`src/rtl/ofdm_pkg.sv`:
```
// Shared constants for the 8-point OFDM receive path: sizes, 16-QAM Gray levels,
// Q1.14 twiddle ROM, bit-reversal helper and the demodulator state type.
package ofdm_pkg;

    localparam int N_PTS    = 8;
    localparam int QAM_BITS = 4;
    localparam int TW_FRAC  = 14;

    localparam logic [1:0] LVL_M3 = 2'b00;
    localparam logic [1:0] LVL_M1 = 2'b01;
    localparam logic [1:0] LVL_P1 = 2'b11;
    localparam logic [1:0] LVL_P3 = 2'b10;

    localparam logic signed [15:0] TW_ONE  = 16'sd16384;
    localparam logic signed [15:0] TW_HALF = 16'sd11585;

    typedef enum logic [1:0] {
        COLLECT = 2'd0,
        COMPUTE = 2'd1,
        SLICE   = 2'd2,
        OUTPUT  = 2'd3
    } state_t;

    function automatic logic [2:0] bitrev3(input logic [2:0] v);
        return {v[0], v[1], v[2]};
    endfunction

    // W8^k = exp(-j*2*pi*k/8), k = 0..3
    function automatic logic signed [15:0] tw_re(input logic [1:0] k);
        case (k)
            2'd0:    return TW_ONE;
            2'd1:    return TW_HALF;
            2'd2:    return 16'sd0;
            default: return -TW_HALF;
        endcase
    endfunction

    function automatic logic signed [15:0] tw_im(input logic [1:0] k);
        case (k)
            2'd0:    return 16'sd0;
            2'd1:    return -TW_HALF;
            2'd2:    return -TW_ONE;
            default: return -TW_HALF;
        endcase
    endfunction

endpackage

```
`src/rtl/ofdm_butterfly.sv`:
```
// Combinational radix-2 DIT butterfly: returns a + b*W and a - b*W, with the
// complex product rounded half-up back to the data width.
module ofdm_butterfly #(
    parameter int IW   = 19,
    parameter int TW_W = 16
) (
    input  logic signed [IW-1:0]   a_re_i,
    input  logic signed [IW-1:0]   a_im_i,
    input  logic signed [IW-1:0]   b_re_i,
    input  logic signed [IW-1:0]   b_im_i,
    input  logic signed [TW_W-1:0] w_re_i,
    input  logic signed [TW_W-1:0] w_im_i,
    output logic signed [IW-1:0]   x_re_o,
    output logic signed [IW-1:0]   x_im_o,
    output logic signed [IW-1:0]   y_re_o,
    output logic signed [IW-1:0]   y_im_o
);

    localparam int TW_FRAC = TW_W - 2;
    localparam int PW      = IW + TW_W + 1;
    localparam logic signed [PW-1:0] RND = PW'(2 ** (TW_FRAC - 1));

    logic signed [PW-1:0] b_re_x;
    logic signed [PW-1:0] b_im_x;
    logic signed [PW-1:0] w_re_x;
    logic signed [PW-1:0] w_im_x;
    logic signed [PW-1:0] p_re;
    logic signed [PW-1:0] p_im;
    logic signed [IW-1:0] bw_re;
    logic signed [IW-1:0] bw_im;

    assign b_re_x = PW'(b_re_i);
    assign b_im_x = PW'(b_im_i);
    assign w_re_x = PW'(w_re_i);
    assign w_im_x = PW'(w_im_i);

    // One rounding per output component, applied to the full complex sum
    assign p_re  = b_re_x * w_re_x - b_im_x * w_im_x + RND;
    assign p_im  = b_re_x * w_im_x + b_im_x * w_re_x + RND;
    assign bw_re = IW'(p_re >>> TW_FRAC);
    assign bw_im = IW'(p_im >>> TW_FRAC);

    assign x_re_o = a_re_i + bw_re;
    assign x_im_o = a_im_i + bw_im;
    assign y_re_o = a_re_i - bw_re;
    assign y_im_o = a_im_i - bw_im;

endmodule

```
`src/rtl/ofdm_demodulator.sv`:
```
// 8-point OFDM receiver: serial sample collection, in-place FFT on one shared
// butterfly, hard 16-QAM Gray slicing into a 32-bit word with ready/valid handshakes.
module ofdm_demodulator
    import ofdm_pkg::*;
#(
    parameter int IN_W = 16,
    parameter int AMP  = 256,
    parameter int TW_W = 16
) (
    input  logic                   clk,
    input  logic                   reset,
    input  logic                   in_valid,
    output logic                   in_ready,
    input  logic signed [IN_W-1:0] in_re,
    input  logic signed [IN_W-1:0] in_im,
    output logic                   out_valid,
    input  logic                   out_ready,
    output logic [31:0]            data_out
);

    localparam int IW = IN_W + 3;
    localparam logic signed [IW-1:0] THR_P = IW'(2 * AMP);
    localparam logic signed [IW-1:0] THR_N = IW'(-2 * AMP);
    localparam logic signed [IW-1:0] ZERO  = '0;

    state_t      state_q, state_d;
    logic [3:0]  cnt_q, cnt_d;
    logic        out_valid_q, out_valid_d;
    logic [31:0] data_q, data_d;

    logic signed [IW-1:0] buf_re_q [N_PTS];
    logic signed [IW-1:0] buf_im_q [N_PTS];

    logic [2:0]           a_idx, b_idx;
    logic [1:0]           tw_idx;
    logic signed [IW-1:0] x_re, x_im, y_re, y_im;
    logic [31:0]          slice_word;

    function automatic logic [1:0] slice_axis(input logic signed [IW-1:0] v);
        if (v >= THR_P)      return LVL_P3;
        else if (v >= ZERO)  return LVL_P1;
        else if (v >= THR_N) return LVL_M1;
        else                 return LVL_M3;
    endfunction

    // During COMPUTE, cnt_q[3:2] is the stage (span 1/2/4) and cnt_q[1:0] the butterfly
    always_comb begin
        a_idx  = '0;
        b_idx  = '0;
        tw_idx = '0;
        case (cnt_q[3:2])
            2'd0: begin
                a_idx  = {cnt_q[1:0], 1'b0};
                b_idx  = {cnt_q[1:0], 1'b1};
                tw_idx = 2'd0;
            end
            2'd1: begin
                a_idx  = {cnt_q[1], 1'b0, cnt_q[0]};
                b_idx  = {cnt_q[1], 1'b1, cnt_q[0]};
                tw_idx = {cnt_q[0], 1'b0};
            end
            default: begin
                a_idx  = {1'b0, cnt_q[1:0]};
                b_idx  = {1'b1, cnt_q[1:0]};
                tw_idx = cnt_q[1:0];
            end
        endcase
    end

    ofdm_butterfly #(
        .IW   (IW),
        .TW_W (TW_W)
    ) u_bfly (
        .a_re_i (buf_re_q[a_idx]),
        .a_im_i (buf_im_q[a_idx]),
        .b_re_i (buf_re_q[b_idx]),
        .b_im_i (buf_im_q[b_idx]),
        .w_re_i (TW_W'(tw_re(tw_idx))),
        .w_im_i (TW_W'(tw_im(tw_idx))),
        .x_re_o (x_re),
        .x_im_o (x_im),
        .y_re_o (y_re),
        .y_im_o (y_im)
    );

    always_comb begin
        slice_word = '0;
        for (int k = 0; k < N_PTS; k++) begin
            slice_word[31 - QAM_BITS*k -: QAM_BITS] = {slice_axis(buf_re_q[k]), slice_axis(buf_im_q[k])};
        end
    end

    always_comb begin
        state_d     = state_q;
        cnt_d       = cnt_q;
        out_valid_d = out_valid_q;
        data_d      = data_q;
        case (state_q)
            COLLECT: begin
                if (in_valid) begin
                    if (cnt_q == 4'd7) begin
                        cnt_d   = '0;
                        state_d = COMPUTE;
                    end else begin
                        cnt_d = cnt_q + 4'd1;
                    end
                end
            end
            COMPUTE: begin
                if (cnt_q == 4'd11) begin
                    cnt_d   = '0;
                    state_d = SLICE;
                end else begin
                    cnt_d = cnt_q + 4'd1;
                end
            end
            SLICE: begin
                data_d      = slice_word;
                out_valid_d = 1'b1;
                state_d     = OUTPUT;
            end
            OUTPUT: begin
                if (out_ready) begin
                    out_valid_d = 1'b0;
                    state_d     = COLLECT;
                end
            end
            default: state_d = COLLECT;
        endcase
    end

    always_ff @(posedge clk or negedge reset) begin
        if (!reset) begin
            state_q     <= COLLECT;
            cnt_q       <= '0;
            out_valid_q <= 1'b0;
            data_q      <= '0;
        end else begin
            state_q     <= state_d;
            cnt_q       <= cnt_d;
            out_valid_q <= out_valid_d;
            data_q      <= data_d;
        end
    end

    // Sample buffer is data only: no reset, samples land bit-reversed for in-place DIT
    always_ff @(posedge clk) begin
        if (state_q == COLLECT && in_valid) begin
            buf_re_q[bitrev3(cnt_q[2:0])] <= IW'(in_re);
            buf_im_q[bitrev3(cnt_q[2:0])] <= IW'(in_im);
        end else if (state_q == COMPUTE) begin
            buf_re_q[a_idx] <= x_re;
            buf_im_q[a_idx] <= x_im;
            buf_re_q[b_idx] <= y_re;
            buf_im_q[b_idx] <= y_im;
        end
    end

    assign in_ready  = (state_q == COLLECT);
    assign out_valid = out_valid_q;
    assign data_out  = data_q;

endmodule

```
`config.mk`:
```
export PLATFORM = sky130hd
export DESIGN_NAME = ofdm_demodulator
export DESIGN_NICKNAME = d
export VERILOG_FILES = /design/src/rtl/ofdm_pkg.sv /design/src/rtl/ofdm_butterfly.sv /design/src/rtl/ofdm_demodulator.sv
export SDC_FILE = /design/constraint.sdc
export NUM_CORES = 2
export LEC_CHECK = 0
export ABC_CLOCK_PERIOD_IN_PS = 32100
export CELL_PAD_IN_SITES_DETAIL_PLACEMENT = 1
export CELL_PAD_IN_SITES_GLOBAL_PLACEMENT = 1
export CORE_AREA = 3 3 308 371
export DETAILED_ROUTE_END_ITERATION = 12
export DIE_AREA = 0 0 311 374
export PLACE_DENSITY_LB_ADDON = 0.1
export SKIP_LAST_GASP = 1
export SLEW_MARGIN = 15
export SYNTH_ARGS = -nofsm -noshare
export SYNTH_HDL_FRONTEND = slang
export SYNTH_SLANG_ARGS = --single-unit
```
`constraint.sdc`:
```
create_clock -name clk -period 32.1 [get_ports clk]
set_clock_uncertainty 0.15 [all_clocks]
set_input_delay 4.815 -clock clk [delete_from_list [all_inputs] [get_ports clk]]
set_output_delay 4.815 -clock clk [all_outputs]
set_load 0.05 [all_outputs]
```
### Close-up of the layout

Window x 208 to 258, y 256 to 306 um. Cells in gray, sequential cells in the stronger gray; small squares are vias.
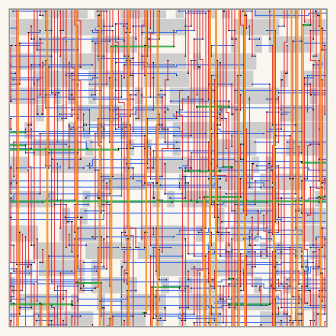
Key: red = M2; orange = M4; green = M3; blue = M1
Most frequent: inv_1 (56), fa_1 (56), nand2_1 (17). 136 logic cells have their middle in the window. Sequential cells in the window: 0.

### Clock routing

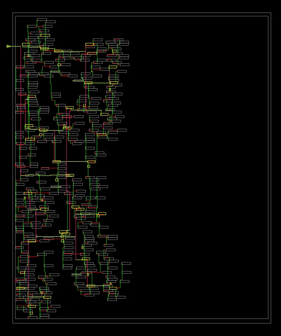
TritonCTS Sinks: 343
seq_cells: 343
Latency at later pin: 0.61 ns

### The metal 3 layer

(1 px per um)
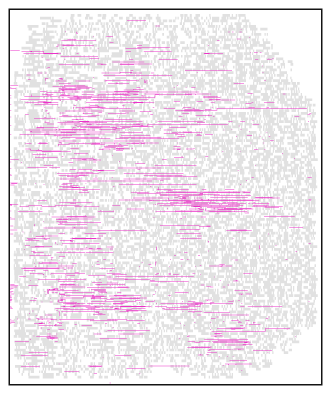
The longest straight run is 106 um. The wires run mostly horizontal.

### Signal wires on met4

(1 px per um) Supply wires on this layer in gray.
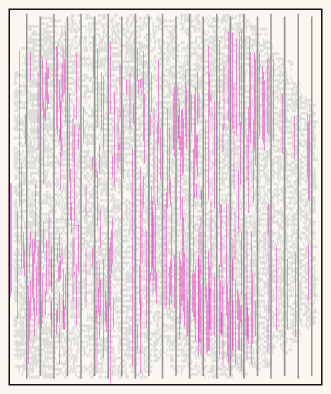
224 nets have wire on it. The layer carries 15900 um of wire. The wires run mostly vertical. The longest straight run is 218 um. The layer holds 8.1% of the routed length.
Post-Route WL: 195 mm
via count: 41500

### Ports around the boundary

(1 px per um) Pins as bars across the die edge, other pins in gray.
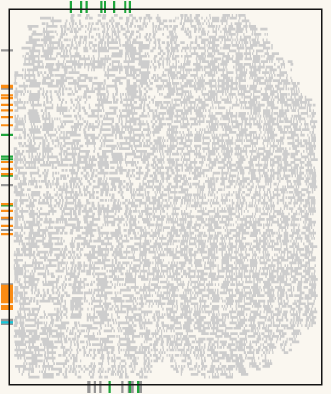
Key: orange = `data_out` [pins 32, direction output, edge left]; cyan = `out_ready` [pins 1, direction input, edge left]; green = `in_re` [pins 16, direction input, edge 8 top, 5 left, 3 bottom]

==> flow_summary.yaml <==
# flow metrics
routing:
  via_per_inst: 5.85
  dr_wl_met3_mm: 11.2
  met2_wirelength_mm: 99.6
  drtIter0Drc: 3155
  antenna_left: 0
  first_pass_iters: 8
  drc: 0
  routedWlPerCell_um: 27.5
  top_layer: "met4"
  drt-met1-wl_mm: 68.6
setup_path:
  end_kind: "flop"
  crit_start: "cnt_q[3]$_DFFE_PN0P_"
  crit_required_ns: 32.27
  worstReg2RegEnd: "buf_re_q[7][17]$_DFFE_PP_"
  path_depth: 43
  critical_path.slowest_cell: "ha_2"
  cp_num_buf_inv: 10
  cp_max_fo: 46
  crit_path_end: "buf_re_q[7][17]$_DFFE_PP_"
  reg2reg_depth: 43
  crit_family: "adder cells"
  cp-start-kind: "flop"
  rrSetupSlack_ns: 17.37
  slowest_delay_ns: 0.94
  path_class: "flop to flop"
  arrival_ns: 14.90
yosys:
  ys_chip_area_mm2: 0.0554
  synth-xor-area-share_pct: 3.18
  floorplan.nets: 7054
  mux_share_pct: 5.53
  edf_count: 304
  yosys.area.top_type_share_pct: 34.0
  synth_area_per_cell_um2: 9.92
  logic_family: "adder cells"
  syn_area_mm2: 0.0554
  ys_seq_share_pct: 18.2
  synth-async-reset-ratio_pct: 11.4
  netlist_instances: 5582
  yosysWarnings: 0
  common_cells: "inv_1, fa_1, ha_1"
  ys_sh_simple_pct: 8.75
  ys_cells: 5582
  topCellsByArea: "fa_1, edfxtp_1, ha_1, inv_1, mux4_2"
  synth_adder_area_share_pct: 45.2
  synthAoiAreaFrac_pct: 8.09
  ys_types: 94
  numSynthFlops: 343
run:
  warning_count: 89
  drv_cap: 0
sta:
  tns_ns: 0
  grt_setup_unrepaired: "no"
  layout_min_cycle_time_ns: 14.73
  setup_violations: 0
  hold_violations: 0
  relSlewSlack_pct: 19.8
  slew_violations: 0
  fmax_mhz: 67.9
  tightestPinTransition_ns: 1.20
  setup_slack_ns: 17.37
  holdWs_ns: 0.376
global_route:
  grt.total_usage_pct: 34.0
  grt_use_met1_pct: 39.0
  antenna_found_initial: 4
  grt_pass1_vias: 46200
  gr-max-usage-layer: "met2"
  grt_pass1_wl_mm: 292
  use_met2_pct: 60.4
  grt_use_met3_pct: 3.61
  grt_max_degree: 55
final_layout:
  layout_top_cell: "inv_1"
  mostFrequentLayoutCells: "inv_1, fa_1, ha_1, nor2_1, nand2_1"
  final_util_pct: 53.1
  instances_no_fill: 7092
  areaGrowthSynthToFinish_pct: 6.50
  comb_cells: 3635
  clock_area_share_pct: 1.72
  final_layout_size_suffix_gt1_share_pct: 5.56
  nets: 7042
  nClkBuffers: 37
  nFillCells: 12500
  seq_share_pct: 17.1
  inverters_excl_clock: 1418
  final-nonclk-buf-share_pct: 2.10
  regArea_mm2: 0.0101
  comb_share_pct: 66.8
  diodes: 3
  buffers_excl_clock: 143
  layout.area.top_class: "combinational gates"
  fin_area_mm2: 0.0590
hold_path:
  whs_endpoint: "data_out[31]$_DFFE_PN0P_"
  hold_path_class: "flop to flop"
  hold_path_depth: 2
  holdCritStartpoint: "data_out[31]$_DFFE_PN0P_"
die:
  io-pin-count: 70
  rows: 134
  die_y_um: 374
  coreArea_mm2: 0.111
  n_tap_cell: 1496
  chipWidth_um: 311
  fp_util_pct: 49.9
  die-area_mm2: 0.116
clock_tree:
  post_cts_buffers: 0
  root_buffer: "clkbuf_16"
  cts_hold_buffers: 0
  clock_path_buffers: 3
  clk_pin_slew_worst_paths_ns: 0.07
  htreeDepth: 1
run_status:
  status: "complete, no violations"
place:
  place_hpwl_mm: 159
  dp_cells: 7035
  dpl-instance-area_mm2: 0.0580
  io_buffer_count: 69
  dp_slack_ns: 17.53
  place.gp.congestion: 0.950
